Design pc_redirect_ctrl_flat, sky130hd; sources not shown.
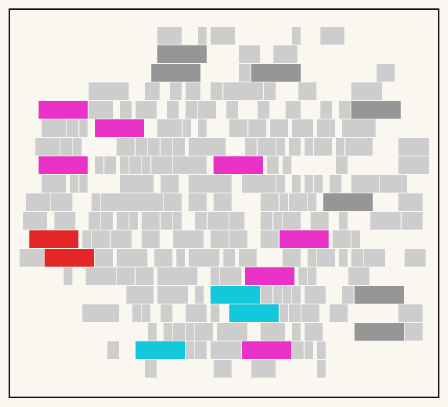
**Above:** sequential cells colored by netlist name.
Other sequential cells in the stronger gray, the rest of the logic in the fainter gray.
`u_core.state_q`: marked red, sequential cells 2. `u_core.pend_q`: marked magenta, sequential cells 7. `u_core.cnt_q`: marked cyan, sequential cells 3.
Another 7 sequential cells are not colored.
power drawn by the sequential cells: 524 µW
register area: 380 µm²
fraction of area in registers: 0.212
post-layout util: 0.575

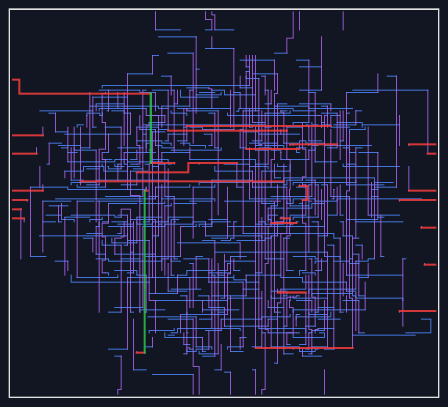
**Above:** wiring by layer.
metal 1: marked blue, wire length 1480 µm. metal 3: marked red, wire length 194 µm. metal 2: marked purple, wire length 1720 µm. metal 4: marked green, wire length 34.0 µm.
detailed-route wire length per cell: 13.6 µm
via count of the routed design: 1326
post-detailed-routing wire length: 3430 µm
total global routing track utilization: 0.202

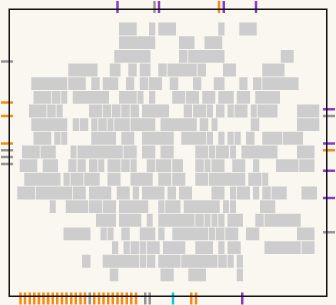
**Above:** pin map.
Pins as bars across the die edge, other pins in gray.
`bus_br_pc`: marked orange, pins 32, direction input, edge 27 bottom, 3 left, 1 right, 1 top. `bus_id_ex_flush`: marked cyan, pins 1, direction output, edge bottom. `bus_pc`: marked purple, pins 9, direction output, edge 4 top, 4 right, 1 bottom.
# port buffers: 23
Chip Width: 62.9 µm
die outline height: 56.8 µm

==> impl.org <==
#+TITLE: Implementation results

** Run status
- Result of the run :: complete, no violations

** Routing
- In the per-layer summary, the met1 wirelength comes to 1480 µm.
- Initial detailed-routing violation count :: 37

** Pwr
- Switching power as a fraction of the total was reported as 0.399.
- IR analysis of the VDD net gives a maximum drop of 0.000654 V.
- Sequential fraction of design power :: 0.304
- The analysis attributes to net switching a power of 688 µW.
- Per the OpenROAD power report, leakage power amounts to 0.000756 µW.
- Total power for the finished layout comes to around 1700 µW.

** CTS
- In this run, CTS created clock tree buffers numbering 3.
- Post-CTS Setup Bufs :: 0
- Max Root-Sink Buffers :: 2
- Clock latency at the later pin of the worst-skew pair :: approximately 0.26 ns
- TritonCTS built the clock tree.

** Final layout
- In the finished layout, the clock tree contains a buffer count of 3.
- Count of placed standard cells in the final layout, fillers left out :: roughly 250
- Final Net Count :: 257
- Measured on the final layout, buffering overhead outside the clock network stands at 0.243.
- Most frequent cells in the layout :: 27 x sky130_fd_sc_hd__nand2_1, 27 x sky130_fd_sc_hd__buf_4, 21 x sky130_fd_sc_hd__a21oi_1, 19 x sky130_fd_sc_hd__dfxtp_1, 14 x sky130_fd_sc_hd__clkdlybuf4s50_1
- After routing the design area is 0.00179 mm².
- Non-CTS inverters :: 8

** Synth
- Most frequent cell after synthesis :: sky130_fd_sc_hd__nand2_1
- Cell variety after synth :: between 40 and 50
- Of the total synthesized cell area, the portion taken by XOR and XNOR cells is 0.0259.
- Of the total synthesized cell area, the portion taken by AND-OR and OR-AND cells is 0.256.
- Register share after synthesis :: 0.292

** Worst setup path
- The worst setup path is launched from a register.
- The timing report gives the worst reg2reg path a setup slack of ~0.12 ns.
- On the critical path the largest part of the delay comes from buffers and inverters.
- The critical path endpoint has a required time of between 1 and 1.5 ns.
- Among all stages on the critical path, the largest delay is contributed by sky130_fd_sc_hd__clkdlybuf4s50_1.

** Timing
- Count of endpoints failing hold in the final timing report :: 0
- Achievable Freq :: approximately 540 MHz

** Run
- Max-cap check violation count :: 0

** GRT
- For met3 alone, demand over resource in global routing was 0.0325.
- In this run the most used layer during global routing was met2.

** Placed design
- Routability-driven placement congestion ratio :: between 0.8 and 0.9
- STA on the placed design reports a worst setup slack of -0.357 ns.

** Die
- The initial utilization of the core area, before any placement, comes to 0.418.
- Floorplan core area :: a little over 0.003 mm²
Power figures rest on the tool's default switching activity, not on a simulated workload.
